$ cat config.mk
export PLATFORM = sky130hd
export DESIGN_NAME = matmul_engine
export DESIGN_NICKNAME = d
export VERILOG_FILES = /design/src/rtl/matmul_pkg.sv /design/src/rtl/matmul_mac.sv /design/src/rtl/matmul_engine.sv
export SDC_FILE = /design/constraint.sdc
export NUM_CORES = 1
export LEC_CHECK = 0
export ABC_CLOCK_PERIOD_IN_PS = 5300
export CORE_MARGIN = 5
export CORE_UTILIZATION = 40
export DETAILED_ROUTE_END_ITERATION = 12
export GPL_ROUTABILITY_DRIVEN = 0
export MAX_ROUTING_LAYER = met4
export PLACE_DENSITY = 0.65
export SYNTH_ARGS = -nofsm -noshare
export SYNTH_HDL_FRONTEND = slang
export SYNTH_SLANG_ARGS = --single-unit
$ cat constraint.sdc
create_clock -name clk -period 5.3 [get_ports clk]
set_input_delay 1.06 -clock clk [delete_from_list [all_inputs] [get_ports clk]]
set_output_delay 1.06 -clock clk [all_outputs]
set_load 0.1 [all_outputs]
$ cat src/rtl/matmul_pkg.sv
// ---------------------------------------------------------------------------
// matmul_pkg
// Shared definitions for the matrix-multiply engine and its neighbours (the
// A/B/R memories and the R-matrix UART transmit stage use the same default
// dimension constants).
//   state_t        FSM state encoding: IDLE / READ / ACC / WRITE
//   DEF_*          default M, K, N, DATA_W and ADDR_W
//   acc_width()    accumulator width that can hold K full-scale products
// ---------------------------------------------------------------------------
package matmul_pkg;

  typedef enum logic [1:0] {
    ST_IDLE  = 2'd0,
    ST_READ  = 2'd1,
    ST_ACC   = 2'd2,
    ST_WRITE = 2'd3
  } state_t;

  localparam int DEF_M      = 2;
  localparam int DEF_K      = 2;
  localparam int DEF_N      = 2;
  localparam int DEF_DATA_W = 8;
  localparam int DEF_ADDR_W = 6;

  // Sum of K products of two DATA_W-bit values never exceeds this width.
  function automatic int acc_width(input int data_w, input int k);
    return 2 * data_w + $clog2(k + 1);
  endfunction

endpackage

$ cat src/rtl/matmul_mac.sv
// ---------------------------------------------------------------------------
// matmul_mac
// Shared multiply-accumulate unit for the matrix-multiply engine.
// Build option: MATMUL_SATURATE_EN
//   defined   -> o_fmt_next saturates to all-ones when the sum exceeds DATA_W bits
//   undefined -> o_fmt_next is the low DATA_W bits of the sum (wraps)
// Ports
//   clk         in   1       rising-edge clock
//   rst         in   1       synchronous reset, active low (clears accumulator)
//   i_clr       in   1       clear accumulator to 0 (wins over i_en)
//   i_en        in   1       accumulate i_a*i_b on this edge
//   i_a, i_b    in   DATA_W  multiplicands
//   o_fmt_next  out  DATA_W  formatted value the accumulator will hold after
//                            this edge (acc + product when i_en), so the engine
//                            can register the R element on the final ACC edge
// ---------------------------------------------------------------------------
module matmul_mac
  import matmul_pkg::*;
#(
  parameter int DATA_W = DEF_DATA_W,
  parameter int ACC_W  = acc_width(DEF_DATA_W, DEF_K)
) (
  input  logic              clk,
  input  logic              rst,
  input  logic              i_clr,
  input  logic              i_en,
  input  logic [DATA_W-1:0] i_a,
  input  logic [DATA_W-1:0] i_b,
  output logic [DATA_W-1:0] o_fmt_next
);

  logic [ACC_W-1:0] r_acc;
  logic [ACC_W-1:0] w_prod;
  logic [ACC_W-1:0] w_sum;

  assign w_prod = ACC_W'(i_a) * ACC_W'(i_b);
  assign w_sum  = r_acc + (i_en ? w_prod : '0);

`ifdef MATMUL_SATURATE_EN
  // Any set bit above the element width means the value does not fit.
  assign o_fmt_next = (|w_sum[ACC_W-1:DATA_W]) ? {DATA_W{1'b1}} : w_sum[DATA_W-1:0];
`else
  assign o_fmt_next = w_sum[DATA_W-1:0];
`endif

  always_ff @(posedge clk) begin
    if (!rst) begin
      r_acc <= '0;
    end else if (i_clr) begin
      r_acc <= '0;
    end else if (i_en) begin
      r_acc <= w_sum;
    end
  end

endmodule

$ cat src/rtl/matmul_engine.sv
// ---------------------------------------------------------------------------
// matmul_engine
// Computes R = A x B (unsigned) with one shared MAC: each inner-product term
// costs a READ cycle (A and B read strobes) and an ACC cycle (data arrives,
// multiply-add), and each R element costs one WRITE cycle. done is a held
// level that feeds the R-matrix UART transmit stage.
// Build option: MATMUL_SATURATE_EN (R element saturates instead of wrapping;
// handled in matmul_mac, timing unaffected).
// Ports
//   clk       in   1       rising-edge clock
//   rst       in   1       synchronous reset, active low
//   start     in   1       start request, only honoured in IDLE
//   busy      out  1       high while a run is in progress
//   done      out  1       set after the last R write, held until next start
//   a_read    out  1       A read strobe, a_addr = i*K+k (data next cycle)
//   a_addr    out  ADDR_W
//   a_data    in   DATA_W
//   b_read    out  1       B read strobe, b_addr = k*N+j (data next cycle)
//   b_addr    out  ADDR_W
//   b_data    in   DATA_W
//   r_write   out  1       R write strobe, one cycle per element
//   r_addr    out  ADDR_W  i*N+j
//   r_wdata   out  DATA_W  formatted accumulator
// All outputs are registered; strobes are high exactly for the READ/WRITE
// state cycle because they are loaded together with the state register.
// ---------------------------------------------------------------------------
module matmul_engine
  import matmul_pkg::*;
#(
  parameter int M      = DEF_M,
  parameter int K      = DEF_K,
  parameter int N      = DEF_N,
  parameter int DATA_W = DEF_DATA_W,
  parameter int ADDR_W = DEF_ADDR_W,
  parameter int ACC_W  = acc_width(DATA_W, K)
) (
  input  logic              clk,
  input  logic              rst,
  input  logic              start,
  output logic              busy,
  output logic              done,
  output logic              a_read,
  output logic [ADDR_W-1:0] a_addr,
  input  logic [DATA_W-1:0] a_data,
  output logic              b_read,
  output logic [ADDR_W-1:0] b_addr,
  input  logic [DATA_W-1:0] b_data,
  output logic              r_write,
  output logic [ADDR_W-1:0] r_addr,
  output logic [DATA_W-1:0] r_wdata
);

  // Dimension constants at address width so index arithmetic stays in ADDR_W.
  localparam logic [ADDR_W-1:0] I_LAST = ADDR_W'(M - 1);
  localparam logic [ADDR_W-1:0] J_LAST = ADDR_W'(N - 1);
  localparam logic [ADDR_W-1:0] K_LAST = ADDR_W'(K - 1);
  localparam logic [ADDR_W-1:0] K_A    = ADDR_W'(K);
  localparam logic [ADDR_W-1:0] N_A    = ADDR_W'(N);

  state_t            r_state, w_state_next;
  logic [ADDR_W-1:0] r_i, r_j, r_k;
  logic [ADDR_W-1:0] w_i_next, w_j_next, w_k_next;

  logic              r_busy, r_done, r_a_read, r_b_read, r_r_write;
  logic [ADDR_W-1:0] r_a_addr, r_b_addr, r_r_addr;
  logic [DATA_W-1:0] r_r_wdata;

  logic              w_busy_next, w_done_next, w_read_next, w_write_next;
  logic [ADDR_W-1:0] w_a_addr_next, w_b_addr_next, w_r_addr_next;
  logic [DATA_W-1:0] w_r_wdata_next;

  logic              w_mac_clr, w_mac_en;
  logic [DATA_W-1:0] w_fmt_next;

  matmul_mac #(
    .DATA_W (DATA_W),
    .ACC_W  (ACC_W)
  ) u_mac (
    .clk        (clk),
    .rst        (rst),
    .i_clr      (w_mac_clr),
    .i_en       (w_mac_en),
    .i_a        (a_data),
    .i_b        (b_data),
    .o_fmt_next (w_fmt_next)
  );

  always_comb begin
    w_state_next   = r_state;
    w_i_next       = r_i;
    w_j_next       = r_j;
    w_k_next       = r_k;
    w_done_next    = r_done;
    w_read_next    = 1'b0;
    w_write_next   = 1'b0;
    w_a_addr_next  = r_a_addr;
    w_b_addr_next  = r_b_addr;
    w_r_addr_next  = r_r_addr;
    w_r_wdata_next = r_r_wdata;
    w_mac_clr      = 1'b0;
    w_mac_en       = 1'b0;

    unique case (r_state)
      ST_IDLE: begin
        if (start) begin
          w_state_next = ST_READ;
          w_i_next     = '0;
          w_j_next     = '0;
          w_k_next     = '0;
          w_done_next  = 1'b0;
          w_mac_clr    = 1'b1;
          w_read_next  = 1'b1;
        end
      end

      ST_READ: begin
        w_state_next = ST_ACC;
      end

      ST_ACC: begin
        w_mac_en = 1'b1;
        if (r_k != K_LAST) begin
          w_k_next     = r_k + 1'b1;
          w_state_next = ST_READ;
          w_read_next  = 1'b1;
        end else begin
          // Last term: the element value is the sum including this product.
          w_state_next   = ST_WRITE;
          w_write_next   = 1'b1;
          w_r_addr_next  = r_i * N_A + r_j;
          w_r_wdata_next = w_fmt_next;
        end
      end

      ST_WRITE: begin
        w_mac_clr = 1'b1;
        w_k_next  = '0;
        if (r_j == J_LAST) begin
          w_j_next = '0;
          w_i_next = (r_i == I_LAST) ? '0 : r_i + 1'b1;
        end else begin
          w_j_next = r_j + 1'b1;
        end
        if ((r_i == I_LAST) && (r_j == J_LAST)) begin
          w_state_next = ST_IDLE;
          w_done_next  = 1'b1;
        end else begin
          w_state_next = ST_READ;
          w_read_next  = 1'b1;
        end
      end

      default: begin
        w_state_next = ST_IDLE;
      end
    endcase

    // Read addresses come from the indices the READ cycle will hold.
    if (w_read_next) begin
      w_a_addr_next = w_i_next * K_A + w_k_next;
      w_b_addr_next = w_k_next * N_A + w_j_next;
    end

    w_busy_next = (w_state_next != ST_IDLE);
  end

  always_ff @(posedge clk) begin
    if (!rst) begin
      r_state   <= ST_IDLE;
      r_i       <= '0;
      r_j       <= '0;
      r_k       <= '0;
      r_busy    <= 1'b0;
      r_done    <= 1'b0;
      r_a_read  <= 1'b0;
      r_b_read  <= 1'b0;
      r_r_write <= 1'b0;
      r_a_addr  <= '0;
      r_b_addr  <= '0;
      r_r_addr  <= '0;
      r_r_wdata <= '0;
    end else begin
      r_state   <= w_state_next;
      r_i       <= w_i_next;
      r_j       <= w_j_next;
      r_k       <= w_k_next;
      r_busy    <= w_busy_next;
      r_done    <= w_done_next;
      r_a_read  <= w_read_next;
      r_b_read  <= w_read_next;
      r_r_write <= w_write_next;
      r_a_addr  <= w_a_addr_next;
      r_b_addr  <= w_b_addr_next;
      r_r_addr  <= w_r_addr_next;
      r_r_wdata <= w_r_wdata_next;
    end
  end

  assign busy    = r_busy;
  assign done    = r_done;
  assign a_read  = r_a_read;
  assign b_read  = r_b_read;
  assign r_write = r_r_write;
  assign a_addr  = r_a_addr;
  assign b_addr  = r_b_addr;
  assign r_addr  = r_r_addr;
  assign r_wdata = r_r_wdata;

endmodule

Fig. 1: gate-type map
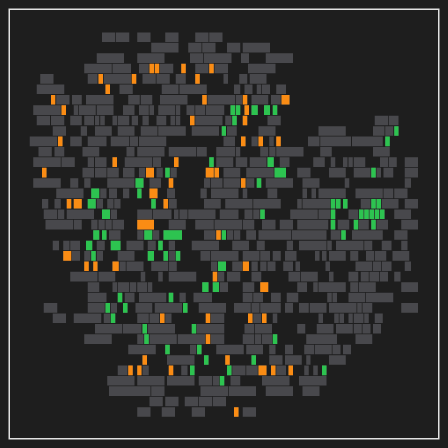
Key: orange = nor cells [cells 55]; green = nand cells [cells 70]

Fig. 2: placement by cell class
The bar under the picture is 20 µm long.
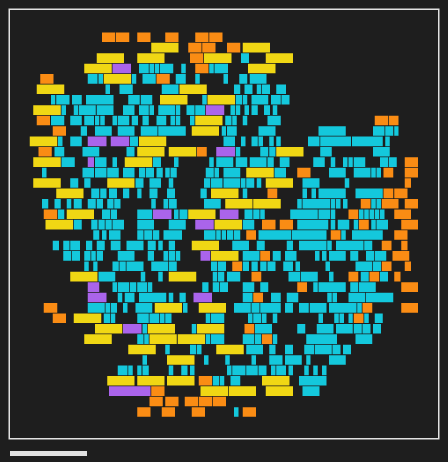
Key: orange = remaining buffers and delay cells [cells 72]; cyan = combinational and other logic [cells 414]; purple = clock drivers and dummy loads [cells 15]; yellow = sequential cells [cells 58]

Fig. 3: sequential cells grouped by signal name
The bar under the picture is 20 µm long.
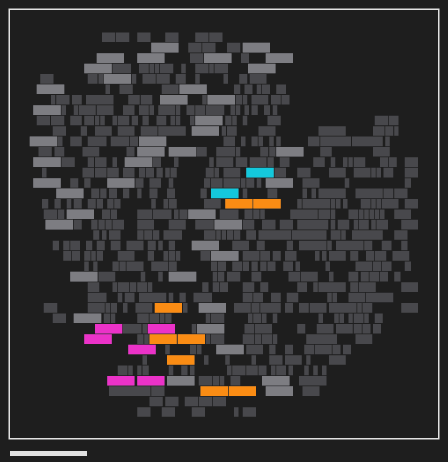
Key: orange = `r_wdata` [sequential cells 8]; cyan = `r_state` [sequential cells 2]; magenta = `r_addr` [sequential cells 6]

Fig. 4: routed metal, one colour a layer
The bar under the picture is 20 µm long. Two of the layers only.
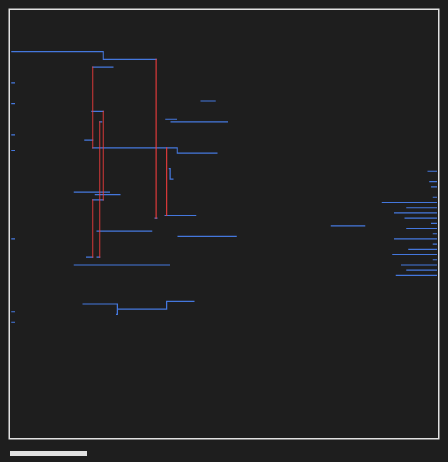
Key: red = metal 4 [wire length 154 µm]; blue = metal 3 [wire length 355 µm]

Fig. 5: track usage over the die
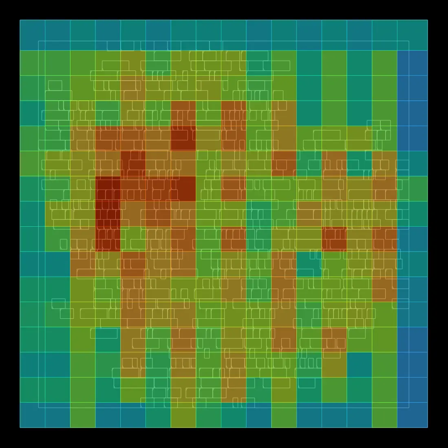
Total Routing Usage GR: 0.164
DR WL/cell: 13.6 µm
GRT busiest layer: met2
Final Util: 0.503

==> out/results.ini <==
[drt]
drtPass1Iterations=4
via_per_inst=4.99
via_count=3469

[synth]
synthTopCellsByArea=dfxtp_1 28%, ha_1 14%, fa_1 7.7%
simple_gate_share=0.204
synth_area_mm2=0.00415
synth_cells=486
ys_seq_frac=0.280
edf_count=0
netlist_logic_family_top=adder cells
ys_cells=486
syn_area_per_cell_um2=8.54
synth_adder_area_share=0.213

[clock_network]
htreeDepth=3
cts_buffers=9
cts-root-buf=clkbuf_8
cts_buffer_depth=2
clock.latency.late_pin_ns=0.34
clk_pin_slew_ns=0.07

[job]
maxCapViolCount=0
warnings=32

[final_layout]
logic_area_mm2=0.00278
area.growth.synth_to_final_pct=24.0

[grt]
grt_max_degree=24
grt_pass1_wl_mm=16.5
overflow=0

[setup_path]
critPathArrivalTime_ns=5.26
timing.rr.start=r_k[0]
crit_cells=21
cp_cell_sequence=dlymetal6s2s_1 > and2_4 > fa_1 > inv_1 > fa_1 > inv_1 > ha_1 > inv_1 > fa_1 > inv_1 > ha_1 > xor2_1 > and2_1 > ha_1 > or3_1 > o21ai_0 > a21oi_1 > xor3_1 > nand2_1 > xor2_1 > nor2_1
cp_top_family=adder cells
critical_path_class=input port to register
crit_slowest_cell=fa_1
worstPathRequired_ns=5.50

[sta]
min_period_ns=5.06

[die]
die_y_um=112
fp.coreArea_mm2=0.0102
die_w_um=112

[power]
power_leakage_nw=2.34

[min_path]
whs_path_depth=2

[run_status]
outcome=complete, no violations

power by group:
group | internal [mW] | switching [mW]
registers | 0.474 | 0.0230
logic | 0.272 | 0.487
clock network | 0.240 | 0.176
metal layers:
layer	up-vias	global-route usage	routed length (µm)
met5	-	-	0
met4	0	0.0543	153
met3	13	0.0332	354
met2	61	0.273	4530
met1	1630	0.197	4400
li1	1765	-	-
placed cells by master (no fill, tap or decap), drive strengths merged, types with 2 or more instances in the layout:
cell type	instances
inv	44
or3	2
dlymetal6s2s	6
fa	16
a21oi	30
clkdlybuf4s50	39
nor4	2
o211ai	2
nor3	2
nand2b	3
a221oi	3
xnor2	21
clkinv	3
xnor3	3
dfxtp	58
o21ai	26
buf	23
and3	4
xor2	7
ha	45
a21o	9
nand2	53
or4	2
nand4	4
a211oi	9
nand3	8
mux2i	12
a211o	2
and2	36
clkbuf	15
nor2b	7
or2	2
o31ai	3
a31oi	4
nor2	44
worst register-to-register path, stage by stage (launching register included):
cell	delay, ns
dfxtp_1	0.40
ha_1	0.16
or4b_1	0.49
nor2_1	0.17
nand2_1	0.36
a31oi_1	0.47
ha_1	0.24
inv_1	0.06
fa_1	0.42
inv_1	0.07
a21o_1	0.10
a21oi_1	0.07
xnor2_1	0.13
xnor2_1	0.12
a211oi_1	0.23
stage by stage:
step                      hold slack, ns  power (mW)
final                              0.455        1.67
after global routing               0.472        1.79
after CTS                          0.461        1.69
after detailed placement           0.450        1.26
after global placement             0.444        1.25
after floorplan                    0.455        1.09
layout make-up:
| type | instances | area share |
|---|---|---|
| clock buffers | 11 | 0.0294 |
| clock inverters | 4 | 0.00997 |
| flip-flops and latches | 58 | 0.226 |
| multi-input cells | 369 | 0.541 |
| inverters | 45 | 0.0328 |
| repair buffers | 72 | 0.128 |
| well taps | 136 | 0.0331 |
Power and IR drop assume default switching activity.
